## src/rtl/apb4_regfile_slave_if.sv

```systemverilog
// ---------------------------------------------------------------------------
// apb4_regfile_slave_if
//   APB4 bus bundle used between a requester and apb4_regfile_slave.
//
//   Signals
//     psel     requester -> completer  slave select
//     penable  requester -> completer  access phase marker
//     pwrite   requester -> completer  1 = write, 0 = read
//     paddr    requester -> completer  byte address, [1:0] not decoded
//     pwdata   requester -> completer  write data
//     pstrb    requester -> completer  byte write strobes
//     prdata   completer -> requester  read data
//     pready   completer -> requester  transfer complete
//     pslverr  completer -> requester  error response, qualified by pready
// ---------------------------------------------------------------------------
interface apb4_regfile_slave_if #(
  parameter int ADDR_WIDTH = 12,
  parameter int DATA_WIDTH = 32
);
  logic                  psel;
  logic                  penable;
  logic                  pwrite;
  logic [ADDR_WIDTH-1:0] paddr;
  logic [DATA_WIDTH-1:0] pwdata;
  logic [3:0]            pstrb;
  logic [DATA_WIDTH-1:0] prdata;
  logic                  pready;
  logic                  pslverr;

  modport master (
    output psel, penable, pwrite, paddr, pwdata, pstrb,
    input  prdata, pready, pslverr
  );

  modport slave (
    input  psel, penable, pwrite, paddr, pwdata, pstrb,
    output prdata, pready, pslverr
  );
endinterface

```

## src/rtl/apb4_regfile_slave.sv

```systemverilog
// ---------------------------------------------------------------------------
// apb4_regfile_slave
//   APB4 completer with NUM_REGS byte-strobed read/write registers at 0x000
//   upward, a read-only CoreSight-style PID/CID block at 0xFD0-0xFFC, a
//   reserved read-as-zero window at 0xFC0-0xFCC, programmable wait states
//   and full PSLVERR decode.
//
//   Ports
//     pclk       APB clock
//     rstn       asynchronous active-low reset
//     apb        APB4 bus (slave modport): psel/penable/pwrite/paddr/pwdata/
//                pstrb in, prdata/pready/pslverr out
//     ecorevnum  ECO revision, returned in PID3[7:4]
//     reg_out    flattened register contents, reg k at [32k +: 32]
//     wr_pulse   one-cycle pulse for reg k on the cycle after a write to it
//
//   prdata/pready/pslverr are combinational from the FSM state, the wait
//   counter and the decode latched when SETUP moves to ACCESS. Everything
//   else is registered.
// ---------------------------------------------------------------------------
module apb4_regfile_slave #(
  parameter int          ADDR_WIDTH  = 12,
  parameter int          DATA_WIDTH  = 32,
  parameter int          NUM_REGS    = 8,
  parameter int          WAIT_STATES = 0,
  parameter logic [31:0] RESET_VAL   = 32'h0
) (
  input  logic                           pclk,
  input  logic                           rstn,
  apb4_regfile_slave_if.slave            apb,
  input  logic [3:0]                     ecorevnum,
  output logic [NUM_REGS*DATA_WIDTH-1:0] reg_out,
  output logic [NUM_REGS-1:0]            wr_pulse
);

  typedef enum logic [1:0] {
    S_IDLE,
    S_SETUP,
    S_ACCESS
  } state_e;

  typedef enum logic [1:0] {
    DEC_RW,
    DEC_ID,
    DEC_RSV,
    DEC_UNMAP
  } dec_e;

  // Mask selecting the low 12 address bits; anything above must be zero for
  // the register, ID and reserved windows to match.
  localparam logic [ADDR_WIDTH-1:0] LOW12 = ADDR_WIDTH'(12'hFFF);

  state_e                state_q;
  logic [3:0]            cnt_q;
  logic                  wr_q;
  logic [3:0]            strb_q;
  dec_e                  dec_q;
  logic [5:0]            widx_q;
  logic [NUM_REGS-1:0]   wr_pulse_q;
  logic [DATA_WIDTH-1:0] regs_q [NUM_REGS];

  logic                  done;
  logic [DATA_WIDTH-1:0] rd_reg;
  logic [DATA_WIDTH-1:0] prdata_d;
  logic                  pslverr_d;

  // Address classification. Register indices never exceed 63, so the RW
  // window always sits below the reserved/ID block at 0xFC0.
  function automatic dec_e decode(input logic [ADDR_WIDTH-1:0] a);
    logic upper_zero;
    dec_e d;
    upper_zero = ((a & ~LOW12) == '0);
    d = DEC_UNMAP;
    if (upper_zero) begin
      if (a[11:2] < 10'(NUM_REGS))
        d = DEC_RW;
      else if (a[11:4] >= 8'hFD)
        d = DEC_ID;
      else if (a[11:4] == 8'hFC)
        d = DEC_RSV;
    end
    return d;
  endfunction

  // PID/CID contents indexed by word offset inside the 0xFC0 block
  // (4 = 0xFD0 ... 15 = 0xFFC).
  function automatic logic [31:0] id_word(input logic [3:0] idx,
                                          input logic [3:0] eco);
    logic [31:0] v;
    case (idx)
      4'd4:    v = 32'h0000_0004;           // PID4
      4'd8:    v = 32'h0000_0019;           // PID0
      4'd9:    v = 32'h0000_00B8;           // PID1
      4'd10:   v = 32'h0000_001B;           // PID2
      4'd11:   v = {24'h0, eco, 4'h0};      // PID3
      4'd12:   v = 32'h0000_000D;           // CID0
      4'd13:   v = 32'h0000_00F0;           // CID1
      4'd14:   v = 32'h0000_0005;           // CID2
      4'd15:   v = 32'h0000_00B1;           // CID3
      default: v = 32'h0;                   // PID5-7
    endcase
    return v;
  endfunction

  function automatic logic [DATA_WIDTH-1:0] merge_bytes(
    input logic [DATA_WIDTH-1:0] old_v,
    input logic [DATA_WIDTH-1:0] new_v,
    input logic [3:0]            strb
  );
    logic [DATA_WIDTH-1:0] r;
    r = old_v;
    for (int b = 0; b < 4; b++)
      if (strb[b]) r[8*b +: 8] = new_v[8*b +: 8];
    return r;
  endfunction

  // The last ACCESS cycle: counter has run out.
  assign done = (state_q == S_ACCESS) && (cnt_q == 4'd0);

  always_comb begin
    rd_reg = '0;
    for (int k = 0; k < NUM_REGS; k++)
      if (widx_q == 6'(k)) rd_reg = regs_q[k];
  end

  always_comb begin
    prdata_d  = '0;
    pslverr_d = 1'b0;
    if (done) begin
      case (dec_q)
        DEC_RW: begin
          if (!wr_q) prdata_d = rd_reg;
        end
        DEC_ID: begin
          if (wr_q) pslverr_d = 1'b1;
          else      prdata_d  = id_word(widx_q[3:0], ecorevnum);
        end
        DEC_RSV: begin
          pslverr_d = wr_q;
        end
        default: begin
          pslverr_d = 1'b1;
        end
      endcase
    end
  end

  assign apb.pready  = done;
  assign apb.pslverr = pslverr_d;
  assign apb.prdata  = prdata_d;

  always_ff @(posedge pclk or negedge rstn) begin
    if (!rstn) begin
      state_q    <= S_IDLE;
      cnt_q      <= 4'd0;
      wr_q       <= 1'b0;
      strb_q     <= 4'h0;
      dec_q      <= DEC_UNMAP;
      widx_q     <= 6'd0;
      wr_pulse_q <= '0;
      for (int k = 0; k < NUM_REGS; k++)
        regs_q[k] <= RESET_VAL;
    end else begin
      wr_pulse_q <= '0;
      case (state_q)
        S_IDLE: begin
          // psel & penable here is a protocol violation and is ignored.
          if (apb.psel && !apb.penable)
            state_q <= S_SETUP;
        end
        S_SETUP: begin
          state_q <= S_ACCESS;
          wr_q    <= apb.pwrite;
          strb_q  <= apb.pstrb;
          dec_q   <= decode(apb.paddr);
          widx_q  <= apb.paddr[7:2];
          cnt_q   <= 4'(WAIT_STATES);
        end
        S_ACCESS: begin
          if (!apb.psel) begin
            // Requester abandoned the transfer: no update, no pulse.
            state_q <= S_IDLE;
          end else if (cnt_q != 4'd0) begin
            cnt_q <= cnt_q - 4'd1;
          end else begin
            if (wr_q && (dec_q == DEC_RW)) begin
              for (int k = 0; k < NUM_REGS; k++) begin
                if (widx_q == 6'(k)) begin
                  regs_q[k]     <= merge_bytes(regs_q[k], apb.pwdata, strb_q);
                  wr_pulse_q[k] <= 1'b1;
                end
              end
            end
            // A new setup phase presented in the completion cycle chains
            // straight into the next transfer.
            state_q <= (apb.psel && !apb.penable) ? S_SETUP : S_IDLE;
          end
        end
        default: state_q <= S_IDLE;
      endcase
    end
  end

  assign wr_pulse = wr_pulse_q;

  for (genvar g = 0; g < NUM_REGS; g++) begin : g_reg_out
    assign reg_out[g*DATA_WIDTH +: DATA_WIDTH] = regs_q[g];
  end

endmodule

```

## src/flat_wrapper.sv

```systemverilog
// flat-port wrapper written by rule: the top's interface ports become plain ports
module apb4_regfile_slave_flat 
#(
  parameter int          ADDR_WIDTH  = 12,
  parameter int          DATA_WIDTH  = 32,
  parameter int          NUM_REGS    = 8,
  parameter int          WAIT_STATES = 0,
  parameter logic [31:0] RESET_VAL   = 32'h0
)
  (pclk, rstn, ecorevnum, reg_out, wr_pulse, apb_psel, apb_penable, apb_pwrite, apb_paddr, apb_pwdata, apb_pstrb, apb_prdata, apb_pready, apb_pslverr);
  apb4_regfile_slave_if #(.ADDR_WIDTH(ADDR_WIDTH), .DATA_WIDTH(DATA_WIDTH)) apb_i ();
  input  logic pclk;
  input  logic rstn;
  input  logic [3:0] ecorevnum;
  output logic [NUM_REGS*DATA_WIDTH-1:0] reg_out;
  output logic [NUM_REGS-1:0] wr_pulse;
  input wire logic [$bits(apb_i.psel)-1:0] apb_psel;
  input wire logic [$bits(apb_i.penable)-1:0] apb_penable;
  input wire logic [$bits(apb_i.pwrite)-1:0] apb_pwrite;
  input wire logic [$bits(apb_i.paddr)-1:0] apb_paddr;
  input wire logic [$bits(apb_i.pwdata)-1:0] apb_pwdata;
  input wire logic [$bits(apb_i.pstrb)-1:0] apb_pstrb;
  output wire logic [$bits(apb_i.prdata)-1:0] apb_prdata;
  output wire logic [$bits(apb_i.pready)-1:0] apb_pready;
  output wire logic [$bits(apb_i.pslverr)-1:0] apb_pslverr;
  assign apb_i.psel = apb_psel;
  assign apb_i.penable = apb_penable;
  assign apb_i.pwrite = apb_pwrite;
  assign apb_i.paddr = apb_paddr;
  assign apb_i.pwdata = apb_pwdata;
  assign apb_i.pstrb = apb_pstrb;
  assign apb_prdata = apb_i.prdata;
  assign apb_pready = apb_i.pready;
  assign apb_pslverr = apb_i.pslverr;
  apb4_regfile_slave #(.ADDR_WIDTH(ADDR_WIDTH), .DATA_WIDTH(DATA_WIDTH), .NUM_REGS(NUM_REGS), .WAIT_STATES(WAIT_STATES), .RESET_VAL(RESET_VAL)) u_core (.pclk(pclk), .rstn(rstn), .apb(apb_i), .ecorevnum(ecorevnum), .reg_out(reg_out), .wr_pulse(wr_pulse));
endmodule
```

## config.mk

```make
export PLATFORM = sky130hd
export DESIGN_NAME = apb4_regfile_slave_flat
export DESIGN_NICKNAME = d
export VERILOG_FILES = /design/src/rtl/apb4_regfile_slave_if.sv /design/src/rtl/apb4_regfile_slave.sv /design/src/flat_wrapper.sv
export SDC_FILE = /design/constraint.sdc
export NUM_CORES = 1
export LEC_CHECK = 0
export ABC_CLOCK_PERIOD_IN_PS = 4400
export CORE_UTILIZATION = 45
export CTS_BUF_LIST = sky130_fd_sc_hd__clkbuf_4 sky130_fd_sc_hd__clkbuf_8
export CTS_CLUSTER_SIZE = 25
export DETAILED_ROUTE_END_ITERATION = 10
export GPL_TIMING_DRIVEN = 0
export PLACE_DENSITY = 0.81
export SKIP_CTS_REPAIR_TIMING = 1
export SYNTH_ARGS = -nofsm -noshare
export SYNTH_HDL_FRONTEND = slang
export SYNTH_SLANG_ARGS = --single-unit
```

## constraint.sdc

```tcl
create_clock -name pclk -period 4.4 [get_ports pclk]
set_clock_uncertainty 0.15 [all_clocks]
set_input_delay 0.66 -clock pclk [delete_from_list [all_inputs] [get_ports pclk]]
set_output_delay 0.66 -clock pclk [all_outputs]
set_load 0.05 [all_outputs]
```

**Logic cells by family**

Scale bar: 50 um.
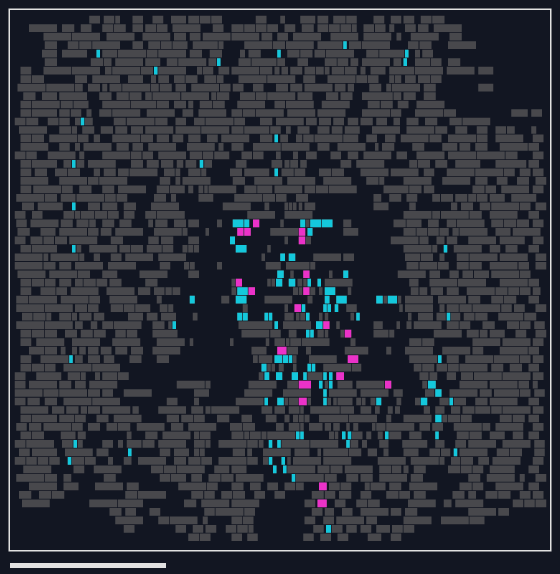
color	family	cells	most used
magenta	and/or cells	20	and3_1
cyan	nand cells	100	nand2_1
number of standard cells in the final layout excluding fillers: 1,807
most frequent logic cell in the layout: sky130_fd_sc_hd__clkdlybuf4s50_1
fraction of standard cell area in multi-input logic: 32.09%

**Signal wires on met3**

Scale bar: 50 um.
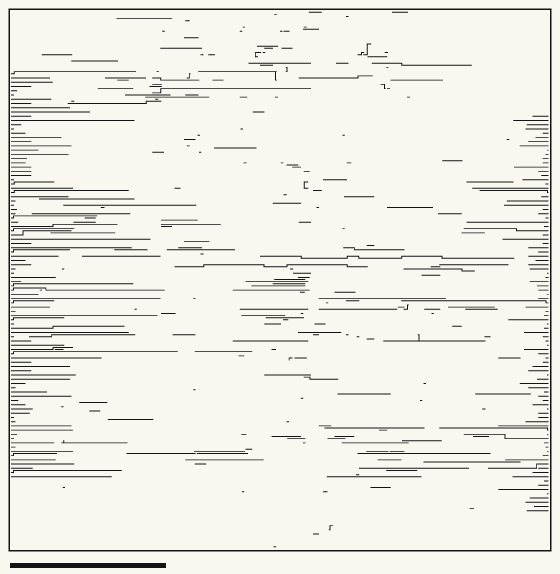
nets with wire on the layer	303
wire length on this layer	3,930 um
share of all routed wire	8.4%
main direction	horizontal
longest straight run	52.4 um
overall via count from detail_route: 10,570
Total Routed Length: 46.89 mm
global-route met3 utilization: 8.355%

==> run notes <==
Figures from the flow reports.

Status:
- The run finished with clean final reports.

Routing:
- The run puts the wire length on met2 at roughly 22 mm.
- The run gives the met1 routed wirelength after detailed routing as between 15 and 20 mm.

Timing:
- For the final routed database, the setup TNS stands at 0 ns.
- The run puts the number of slew-limit violations in the final report at 0.
- The final report lists the setup-violating endpoint count as 0.
- Setup repair after global routing left no endpoint under its margin.

Worst setup path:
- The run puts the required time at the worst-slack endpoint at approximately 3.6 ns.
- Per STA, the worst path is made up of clkbuf_1, nand2b_2, clkbuf_1, o22ai_1, a211oi_1, clkbuf_2.
- The critical path maximum fanout is 10.
- The run gives the data arrival time of the critical path as around 3.4 ns.
- The run gives the slowest cell on the critical path as sky130_fd_sc_hd__clkbuf_1.
- The script reports the combined buffer and inverter count of the critical path as 3.
- In this run the critical register-to-register path is launched from u_core.widx_q[0]$_DFFE_PN0P_.
- The worst setup path is captured at a primary output.

Cells and area:
- The run gives the final-layout clock buffer total as 72.
- The run puts the flop count at between 200 and 300.
- After layout the clock buffers and inverters come to 5.901% of cell area.
- The run gives the final core utilization as 63.43%.
- The run puts the number of fill cells in the layout at 2,240.
- The run puts the sequential cell area share at between 30% and 40%.
- The run gives the number of flip-flops under the largest register name as 256.

Clock tree:
- The run gives the CTS clock-pin slew for the worst setup and hold paths as approximately 0.060 ns.
- The run gives the maximum clock insertion buffer count as 3.
- TritonCTS built the clock tree.
- For this design, the sink count on the clock tree is 283.

Logic synthesis:
- The run gives the main logic family after synthesis as multiplexers.
- The run puts the gate count of the mapped netlist at roughly 980.
- The run gives the simple-gate area share of the yosys netlist as around 6.6%.
- The synthesized netlist devotes 0% of its cell area to XOR and XNOR gates.
- The post-synth count of flops with an enable pin is 0.
- The run gives the number of warnings issued by yosys as 0.

Floorplan:
- The run puts the area of the core region at between 0.02 and 0.03 sq mm.
- The die covers approximately 0.03 sq mm.
- The run puts the die boundary height at 173.1 um.

Place:
- Routability-driven placement finished with a final weighted congestion of 0.8815.
- The run gives the count of port buffers added during placement as 352.
- The run gives the number of cells after detailed placement as about 1,700.

Power and ir drop:
- The analysis reports a worst IR drop on VDD of roughly 0.22 mV.
- The run gives the total power divided by cell area as ~330 mW/mm^2.
- The run gives the sequential share of power as 43.8%.
- The clock network consumes a total of 2.57 mW.
- The run gives the share of total power in the clock network as 42.2%.
- The run gives the cell-internal power as 4.350 mW.

Global routing:
- The run puts the pin count of the biggest net entering global routing at between 100 and 150.
- Global routing put the most usage on met2.
- Total global-route track usage over all layers is between 30% and 40%.
- The run puts the global-route wire length before repair at 69.81 mm.

Hold path:
- STA lists the startpoint of the worst hold path as u_core.cnt_q[0]$_DFFE_PN0P_.
- The run puts the cell depth of the worst hold path at 1.
**Placement density heat map**

The die is cut into 17 by 17 equal tiles; black is low, pale yellow is high, 0 to 100% covered.
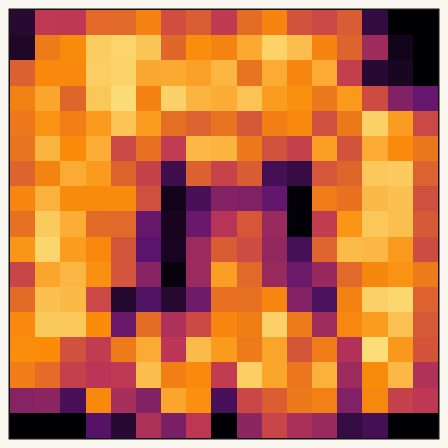
nearly empty tiles	4.2%
fullest tile	93%
emptiest ninth of the die	middle
tiles over 75% full	29%
mean over tiles	59%

No activity file was given, so power comes from the tool's default toggle rates.
